**src/rtl/id_ex_stage.sv**
```systemverilog
// ============================================================================
// Module   : id_ex_stage
// Brief    : ID/EX pipeline register with operand select, forwarding and
//            load-use bubble insertion; ID_EX_FWD_EN enables MEM/WB forwarding
// Revision : 1.0 - initial release
// ============================================================================
`default_nettype none

module id_ex_stage #(
  parameter int WordSize = 32
) (
  input  logic                clk,
  input  logic                rst,
  input  logic                stall,
  input  logic                flush,
  input  logic                id_valid,
  input  logic [WordSize-1:0] id_pc,
  input  logic [WordSize-1:0] id_rs1_data,
  input  logic [WordSize-1:0] id_rs2_data,
  input  logic [WordSize-1:0] id_imm,
  input  logic [4:0]          id_rs1_addr,
  input  logic [4:0]          id_rs2_addr,
  input  logic [4:0]          id_rd_addr,
  input  logic [4:0]          id_alu_op,
  input  logic                id_a_sel,
  input  logic                id_b_sel,
  input  logic                id_rd_we,
  input  logic                id_is_load,
  input  logic [4:0]          mem_rd_addr,
  input  logic                mem_rd_we,
  input  logic [WordSize-1:0] mem_result,
  input  logic [4:0]          wb_rd_addr,
  input  logic                wb_rd_we,
  input  logic [WordSize-1:0] wb_result,
  output logic                ex_valid,
  output logic [WordSize-1:0] ex_operand_a,
  output logic [WordSize-1:0] ex_operand_b,
  output logic [3:0]          ex_op_code_1,
  output logic                ex_op_code_2,
  output logic [WordSize-1:0] ex_rs2_data,
  output logic [WordSize-1:0] ex_pc,
  output logic [4:0]          ex_rd_addr,
  output logic                ex_rd_we,
  output logic                ex_is_load,
  output logic                load_use_stall
);

  typedef struct packed {
    logic                valid;
    logic [WordSize-1:0] operand_a;
    logic [WordSize-1:0] operand_b;
    logic [4:0]          alu_op;
    logic [WordSize-1:0] rs2_data;
    logic [WordSize-1:0] pc;
    logic [4:0]          rd_addr;
    logic                rd_we;
    logic                is_load;
  } ex_t;

  localparam ex_t Bubble = '0;

  ex_t                 ex_q;
  ex_t                 ex_d;
  logic [WordSize-1:0] fwd_rs1;
  logic [WordSize-1:0] fwd_rs2;
  logic                ex_hit;

  assign ex_hit = (ex_q.rd_addr != 5'd0) &&
                  ((ex_q.rd_addr == id_rs1_addr) || (ex_q.rd_addr == id_rs2_addr));

`ifdef ID_EX_FWD_EN
  function automatic logic [WordSize-1:0] fwd_sel(
    input logic [4:0]          rs,
    input logic [WordSize-1:0] rf_data,
    input logic [4:0]          m_rd,
    input logic                m_we,
    input logic [WordSize-1:0] m_res,
    input logic [4:0]          w_rd,
    input logic                w_we,
    input logic [WordSize-1:0] w_res
  );
    if (rs != 5'd0 && m_we && m_rd == rs) begin
      return m_res;
    end else if (rs != 5'd0 && w_we && w_rd == rs) begin
      return w_res;
    end
    return rf_data;
  endfunction

  always_comb begin
    fwd_rs1 = fwd_sel(id_rs1_addr, id_rs1_data, mem_rd_addr, mem_rd_we, mem_result,
                      wb_rd_addr, wb_rd_we, wb_result);
    fwd_rs2 = fwd_sel(id_rs2_addr, id_rs2_data, mem_rd_addr, mem_rd_we, mem_result,
                      wb_rd_addr, wb_rd_we, wb_result);
    load_use_stall = ex_q.valid && ex_q.is_load && ex_q.rd_we && ex_hit && id_valid;
  end
`else
  logic mem_hit;
  logic unused_fwd_inputs;

  // Without forwarding every RAW dependency on EX or MEM must wait for the
  // register file; WB is safe because the file writes before it reads.
  assign mem_hit = mem_rd_we && (mem_rd_addr != 5'd0) &&
                   ((mem_rd_addr == id_rs1_addr) || (mem_rd_addr == id_rs2_addr));
  assign unused_fwd_inputs = ^{mem_result, wb_rd_addr, wb_rd_we, wb_result};

  always_comb begin
    fwd_rs1        = id_rs1_data;
    fwd_rs2        = id_rs2_data;
    load_use_stall = id_valid && ((ex_q.valid && ex_q.rd_we && ex_hit) || mem_hit);
  end
`endif

  always_comb begin
    ex_d = ex_q;
    if (flush) begin
      ex_d = Bubble;
    end else if (stall) begin
      ex_d = ex_q;
    end else if (load_use_stall || !id_valid) begin
      ex_d = Bubble;
    end else begin
      ex_d.valid     = 1'b1;
      ex_d.operand_a = id_a_sel ? id_pc  : fwd_rs1;
      ex_d.operand_b = id_b_sel ? id_imm : fwd_rs2;
      ex_d.alu_op    = id_alu_op;
      ex_d.rs2_data  = fwd_rs2;
      ex_d.pc        = id_pc;
      ex_d.rd_addr   = id_rd_addr;
      ex_d.rd_we     = id_rd_we;
      ex_d.is_load   = id_is_load;
    end
  end

  always_ff @(posedge clk) begin
    if (rst) begin
      ex_q <= Bubble;
    end else begin
      ex_q <= ex_d;
    end
  end

  assign ex_valid     = ex_q.valid;
  assign ex_operand_a = ex_q.operand_a;
  assign ex_operand_b = ex_q.operand_b;
  assign ex_op_code_1 = ex_q.alu_op[3:0];
  assign ex_op_code_2 = ex_q.alu_op[4];
  assign ex_rs2_data  = ex_q.rs2_data;
  assign ex_pc        = ex_q.pc;
  assign ex_rd_addr   = ex_q.rd_addr;
  assign ex_rd_we     = ex_q.rd_we;
  assign ex_is_load   = ex_q.is_load;

endmodule

`default_nettype wire

```
**config.mk**
```make
export PLATFORM = sky130hd
export DESIGN_NAME = id_ex_stage
export DESIGN_NICKNAME = d
export VERILOG_FILES = /design/src/rtl/id_ex_stage.sv
export SDC_FILE = /design/constraint.sdc
export NUM_CORES = 1
export LEC_CHECK = 0
export CAP_MARGIN = 20
export CORE_AREA = 5 5 143 145
export DETAILED_ROUTE_END_ITERATION = 6
export DIE_AREA = 0 0 148 150
export DONT_BUFFER_PORTS = 1
export GPL_TIMING_DRIVEN = 0
export SYNTH_ARGS = -nofsm -noshare
export SYNTH_HDL_FRONTEND = slang
export SYNTH_SLANG_ARGS = --single-unit
```
**constraint.sdc**
```tcl
create_clock -name clk -period 2.1 [get_ports clk]
set_clock_uncertainty 0.05 [all_clocks]
set_input_delay 0.21 -clock clk [delete_from_list [all_inputs] [get_ports clk]]
set_output_delay 0.21 -clock clk [all_outputs]
set_load 0.02 [all_outputs]
```
### Power grid, run 1

Bar = 50 um. Pins as bars on the die edge. Tap cells in gray.
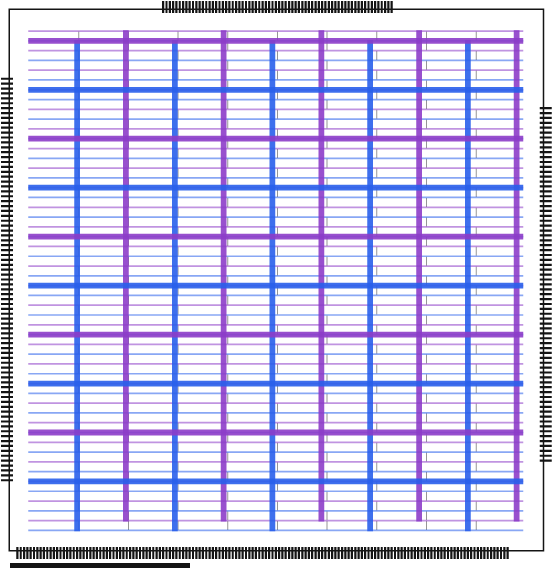
purple -> VDD
blue -> VSS
rows = 51
met1 rails = 52
tap cells = 238
met4 straps = 10
signal pins = 375
worst vdd ir: 509.1 uV
Die X: 148 um
Die Y-Extent: 150 um
core area: 19080 um2

### Placement by cell class, run 1

Bar = 50 um.
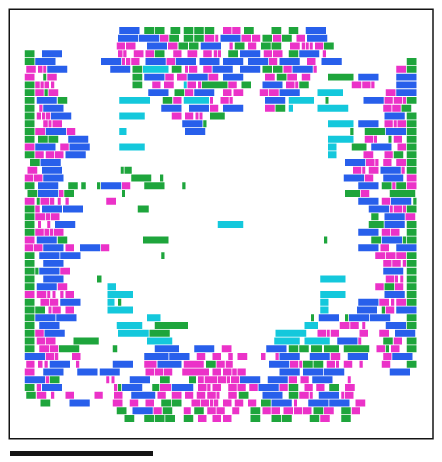
cyan -> clock drivers and dummy loads  # cells 32
magenta -> remaining logic cells  # cells 310
green -> remaining buffers and delay cells  # cells 188
blue -> registers  # cells 141
row count: 51
fin area: 8088 um2

==> GITHUB_STEP_SUMMARY, run 1 <==
### Flow metrics

| Metric | Value |
|---|---|
| CTS clock-pin slew for the worst setup and hold paths | 60 ps |
| PortBufs | 0 |
| # DRC | 0 |
| TritonCTS clock tree | built |
| Comb/total area | 0.2976 |
| YS warnings | 0 |
| Max-Cap Viols | 0 |
| Worst setup path startpoint | ex_rd_addr[3]$_SDFFE_PP0N_ |
| WP buf/inv | 3 |
| FF+latch area | 2839 um2 |
| Met2 usage | 0.2978 |
| Chip Area | 22200 um2 |
| Worst Path Arrival | 2390 ps |
| Crit path capture | ex_rs2_data[19]$_SDFFE_PP0N_ |
| Top Layer Used | met4 |
| Flop count | 141 |
| Fill count | 1700 |
| Tool warnings | 98 |
| Dominant comb cell | AND-OR/OR-AND gates |
| Slew @ Worst Pin | 894.3 ps |
| Largest cells by area after synthesis | dfxtp_1 (54%), a22o_1 (13%), mux2i_1 (12%) |
| Fin. Hold Viols | 0 |
| Hold Crit Class | in -> reg |
| Leading cell kind | sequential cells |
| Hold path start | id_rs1_data[13] |
| Metal2 WL | 10450 um |
| Final slew viol count | 0 |
| Mean Syn Cell Area | 10.73 um2 |
| Nets@finish | 891 |
| First-pass GRT wire length | 28150 um |
| Period minus WS final | 2100 ps |
| Cells after Synth | 489 |
| Ys cells | 489 |
| Mapped cell area | 5245 um2 |
| First-pass DRT Iterations | 4 |
| Outcome | complete, no violations |
| Req. time, crit path | 2390 ps |
| Cell count of the worst hold path | 2 |
| Count leader, synth | dfxtp_1 |
| Worst path depth | 7 |
| Average wire per standard cell | 21.99 um |
| Synth async-reset ratio | 0 |
| Comb gates | 310 |
| Cts bufs inserted | 17 |
| Reg2Reg Setup Slack | 0.3 ps |
| Util after Layout | 0.4239 |
| Worst path slowest cell | or4_4 |
| Invs w/o clock | 0 |
| Area leader, netlist | dfxtp_1 |
| Final WS setup | 0.2969 ps |
| Critical path startpoint category | register |
| Largest net degree at the start of global routing | 17 |
| Share of cells above drive strength 1 | 0.1759 |
| Detail Route Antenna Nets | 0 |
| I/O Pins | 375 |
| MUX area fraction | 0.1221 |
| Buffers, non-clock | 188 |
| Registers, synthesis | 141 |
| Worst Hold End | ex_operand_a[13]$_SDFFE_PP0N_ |
| Yosys adder share | 0 |
| Worst path cell trace | or4_4 -> o211ai_2 -> buf_4 -> o221a_4 -> buf_12 -> buf_8 -> a22o_1 |
| Vias/cell | 5.178 |
| Met3 Usage GRT | 0.07238 |
| CP max stage delay | 540 ps |
| # clk buffers | 20 |
| Xor/xnor share | 0.03340 |
| Cell Type Count | 22 |
| Flip-flops with a built-in enable | 0 |
| Post-placement setup slack | -306.4 ps |
| Critical path type | reg -> reg |
| GP Congestion | 0.7908 |
| Most frequent cells in the layout | dlygate4sd3_1 (139), dfxtp_1 (136), a22o_1 (76) |
| Vias in the first global route | 4940 |
| Commonest cells post-synth | dfxtp_1 (141), a22o_1 (76), nand2_1 (66) |
| P_leak | 3.290 nW |
| Fin crit share | 0.9999 |
| YS chip area | 5245 um2 |
| Worst r2r dst | ex_rs2_data[19]$_SDFFE_PP0N_ |
| Tap Cells | 238 |
| Commonest Layout Cell | dlygate4sd3_1 |
| Routed length on met1 | 7362 um |
| F_max | 476.3 MHz |
| Seq area share | 0.3510 |
| Longest Clk Path Bufs | 2 |
| Commonest flop | dfxtp_1 |
| Clk root buf | clkbuf_16 |
| GRT Max-Usage Layer | met2 |
| Clock buf/inv share | 0.07921 |
| Sink Count | 141 |
| Crit. End Element | register |
| WL met3 | 1785 um |
| Area share, top type | 0.5382 |
| GR Util met1 | 0.1669 |
| Post-Synth Simple-Gate Area | 0.06107 |
| Logic cell area | 2407 um2 |
| Max FO, Critical Path | 10 |
| Antenna violations before repair | 0 |
| Antenna Cells | 0 |
| Post-Synth AOI/OAI Area | 0.2028 |
| H-tree levels | 4 |
| Register share after synthesis | 0.5382 |
### Routed clock nets over the placement, run 1

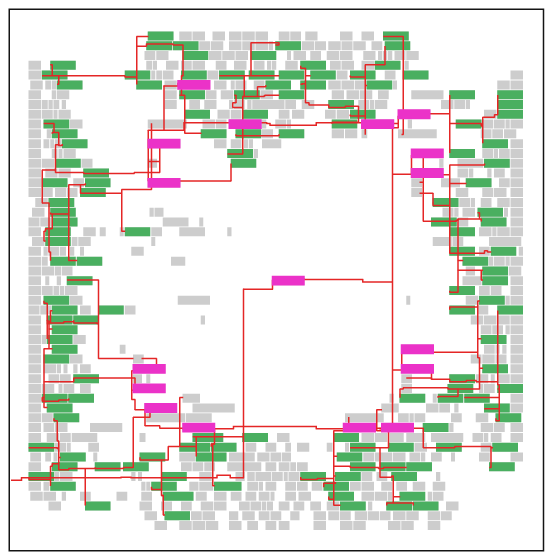
red -> clock wires  # length 1860 um
magenta -> clock-net drivers  # count 17
green -> flip-flops  # count 141
flops lie = spread over the die
worst skew pair latency: 410 ps
Clk pwr share: 0.483
Power Clock: 3.25 mW

### Metal layers overlaid, run 1

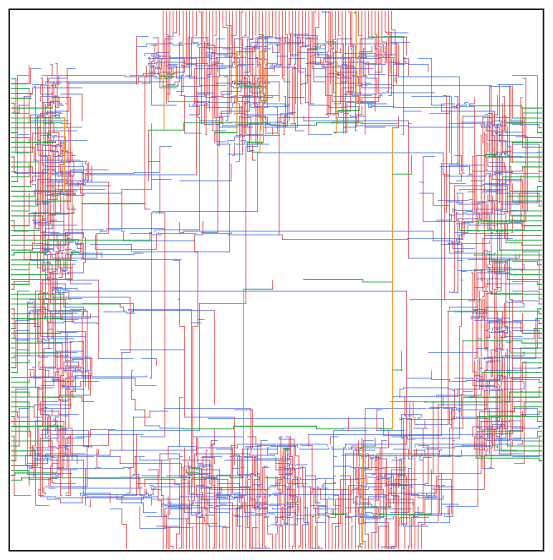
red -> M2  # wire length 10500 um
blue -> M1  # wire length 7360 um
green -> M3  # wire length 1790 um
orange -> M4  # wire length 391 um
vias: 4707
GRT Total Usage: 0.1643
Total Routed Length: 19990 um

-- run 1: power breakdown --
part,internal (mW),switching (mW),total (mW)
clock network,2.07,1.18,3.25
logic,0.342,0.279,0.621
registers,2.73,0.124,2.86
-- run 1: through the flow --
stage,hold slack (ps),instances,cell area [um2],TNS (ps),power [mW]
3_3_place_gp,293.3,727,5543,-45690,3.213
4_1_cts,17.91,902,7670,-24.13,6.730
6_report,24.99,909,8088,0,6.724
5_1_grt,40.56,909,8088,-5817,6.974
3_5_place_dp,295.6,728,5550,-14710,3.227
2_1_floorplan,292.6,489,5245,0,3.133
-- run 1: repair_timing --
item,CTS,global route
hold buffers,139,0
setup buffers,2,0
cloned,1,7
pin swaps,3,48
hold endpoints to repair,139,0
endpoints found under the setup margin,107,120
resized,17,70
### Track usage over the die, run 1

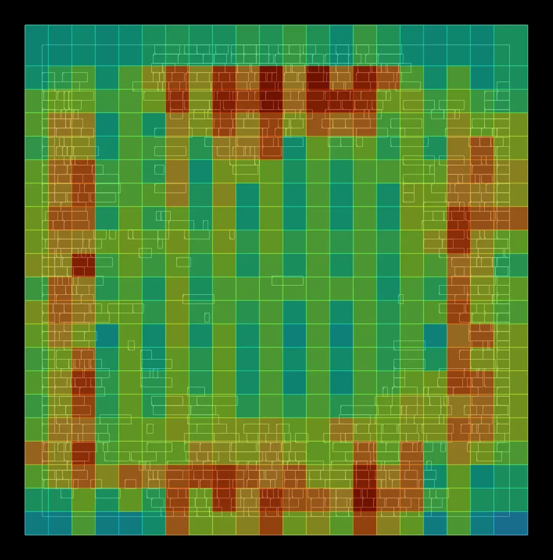

==> run 2, diff against run 1 <==
CTS_BUF_LIST = sky130_fd_sc_hd__clkbuf_16   (was unset)
### Track usage over the die, run 2

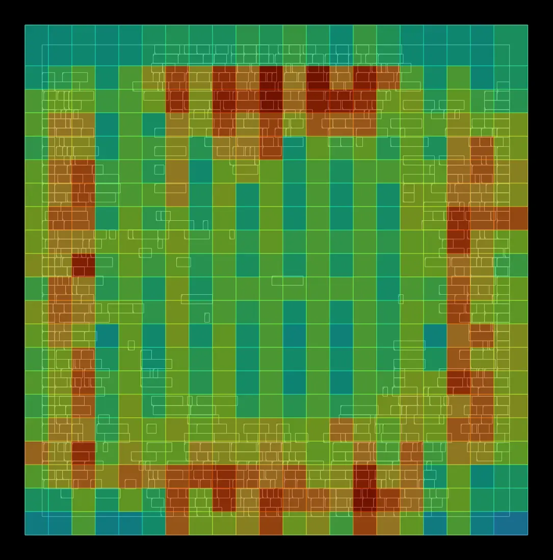
met3 Usage GRT: 0.07268
GR Util met1: 0.1663
average wire per standard cell: 21.97 um
Util after Layout: 0.4241
GRT Total Usage: 0.1639

==> run 2 against run 1 <==
  * Core utilization barely moved
  * Area after synthesis stayed put
  * Flip-flop count did not move
  * Register-to-register slack about the same
  * Total power fell by 1.2%
  * Combinational power hardly changed
  * Critical endpoint unchanged
  * Largest cell class unchanged
  * Highest routed layer unchanged
==> GITHUB_STEP_SUMMARY, run 2 <==
### Flow metrics

| Metric | Value |
|---|---|
| Outcome | complete, no violations |
| YS warnings | 0 (unchanged) |
| Register share after synthesis | 0.5382 (unchanged) |
| YS chip area | 5245 um2 (unchanged) |
| Registers, synthesis | 141 (unchanged) |
| Met2 usage | 0.2960 (-0.001827) |
| Synth async-reset ratio | 0 (unchanged) |
| Reg2Reg Setup Slack | 9 ps (about the same) |
| Vias/cell | 5.144 (-0.66%) |
| Final WS setup | 9.152 ps (+8.855 ps) |
| Xor/xnor share | 0.03340 (unchanged) |
| WL met3 | 1816 um (+1.7%) |
| Worst Hold End | ex_operand_a[13]$_SDFFE_PP0N_ |
| Yosys adder share | 0 (unchanged) |
| Vias | 4681 (-0.55%) |
| Commonest cells post-synth | dfxtp_1 (141), a22o_1 (76), nand2_1 (66) |
| Clk pwr share | 0.476 (-0.007) |
| Period minus WS final | 2091 ps (-8.855 ps) |
| Clk root buf | clkbuf_16 |
| Post-route setup TNS | 0 ps (unchanged) |
| Ys cells | 489 (unchanged) |
| Worst hold slack | 26.82 ps (+1.834 ps) |
| First-pass DRT Iterations | 5 (+1) |
| Sink Count | 141 (unchanged) |
| Area share, top type | 0.5382 (unchanged) |
| Max-Cap Viols | 0 (unchanged) |
| Worst vdd ir | 504.2 uV (-0.96%) |
| Cts bufs inserted | 17 (unchanged) |
| Reported combinational group power | 0.622 mW (about the same) |
| Critical path type | reg -> reg |
| Top Layer Used | met4 |
| Top power group | clock |
| Total Routed Length | 19990 um (unchanged) |
| Req. time, crit path | 2390 ps (about the same) |
| Vias in the first global route | 4951 (+0.22%) |
| Dominant comb cell | AND-OR/OR-AND gates |
| Area leader, netlist | dfxtp_1 |
| Switching pwr | 1.578 mW (-0.43%) |
| Most frequent cells in the layout | dlygate4sd3_1 (139), dfxtp_1 (136), a22o_1 (76) |
| CP max stage delay | 540 ps (about the same) |
| F_max | 478.3 MHz (+0.42%) |
| Fin. Hold Viols | 0 (unchanged) |
| CTS clock-pin slew for the worst setup and hold paths | 60 ps (about the same) |
| Largest net degree at the start of global routing | 17 (unchanged) |
| Post-Synth AOI/OAI Area | 0.2028 (unchanged) |
| Switching Share | 0.2376 (+0.001925) |
| Fin crit share | 0.9956 (-0.004217) |
| MUX area fraction | 0.1221 (unchanged) |
| Worst skew pair latency | 410 ps (about the same) |
| Final slew viol count | 0 (unchanged) |
| First-pass GRT wire length | 28120 um (about the same) |
| Fill count | 1702 (+0.12%) |
| Hold path start | id_rs1_data[13] |
| Crit path capture | ex_rs2_data[19]$_SDFFE_PP0N_ |
| Antenna violations before repair | 0 (unchanged) |
| Slew @ Worst Pin | 875.9 ps (-18.37 ps) |
| Hold Crit Class | in -> reg |
| Cells after Synth | 489 (unchanged) |
| PortBufs | 0 (unchanged) |
| Worst Path Arrival | 2380 ps (about the same) |
| Detail Route Antenna Nets | 0 (unchanged) |
| Die X | 148 um (unchanged) |
| Mean Syn Cell Area | 10.73 um2 (unchanged) |
| P_leak | 3.289 nW (about the same) |
| Commonest Layout Cell | dlygate4sd3_1 |
| Post-route insts no fill | 910 (+0.11%) |
| Row count | 51 (unchanged) |
| TritonCTS clock tree | built |
| Worst path slowest cell | or4_4 |
==> run 2: cell type report <==
| class | count | share of cell area |
|---|---|---|
| plain buffers | 38 | 0.03804 |
| repair buffers | 151 | 0.2010 |
| multi-input cells | 310 | 0.2966 |
| clock inverters | 15 | 0.02412 |
| flip-flops and latches | 141 | 0.3509 |
| clock buffers | 17 | 0.05257 |
| well taps | 238 | 0.03680 |
==> run 2: timing repair <==
item	in CTS	in global routing
hold buffers	139	0
gates cloned	1	8
endpoints found under the setup margin	107	118
hold endpoints to repair	139	0
buffers inserted	2	0
resized	17	70
pin swaps	3	56
==> run 2: through the flow <==
step	power, mW	instance area [um2]
detailed placement	3.227	5550
CTS	6.649	7650
global route	6.890	8092
floorplan	3.133	5245
global placement	3.213	5543
finish	6.641	8092
Power figures rest on the tool's default switching activity, not on a simulated workload.
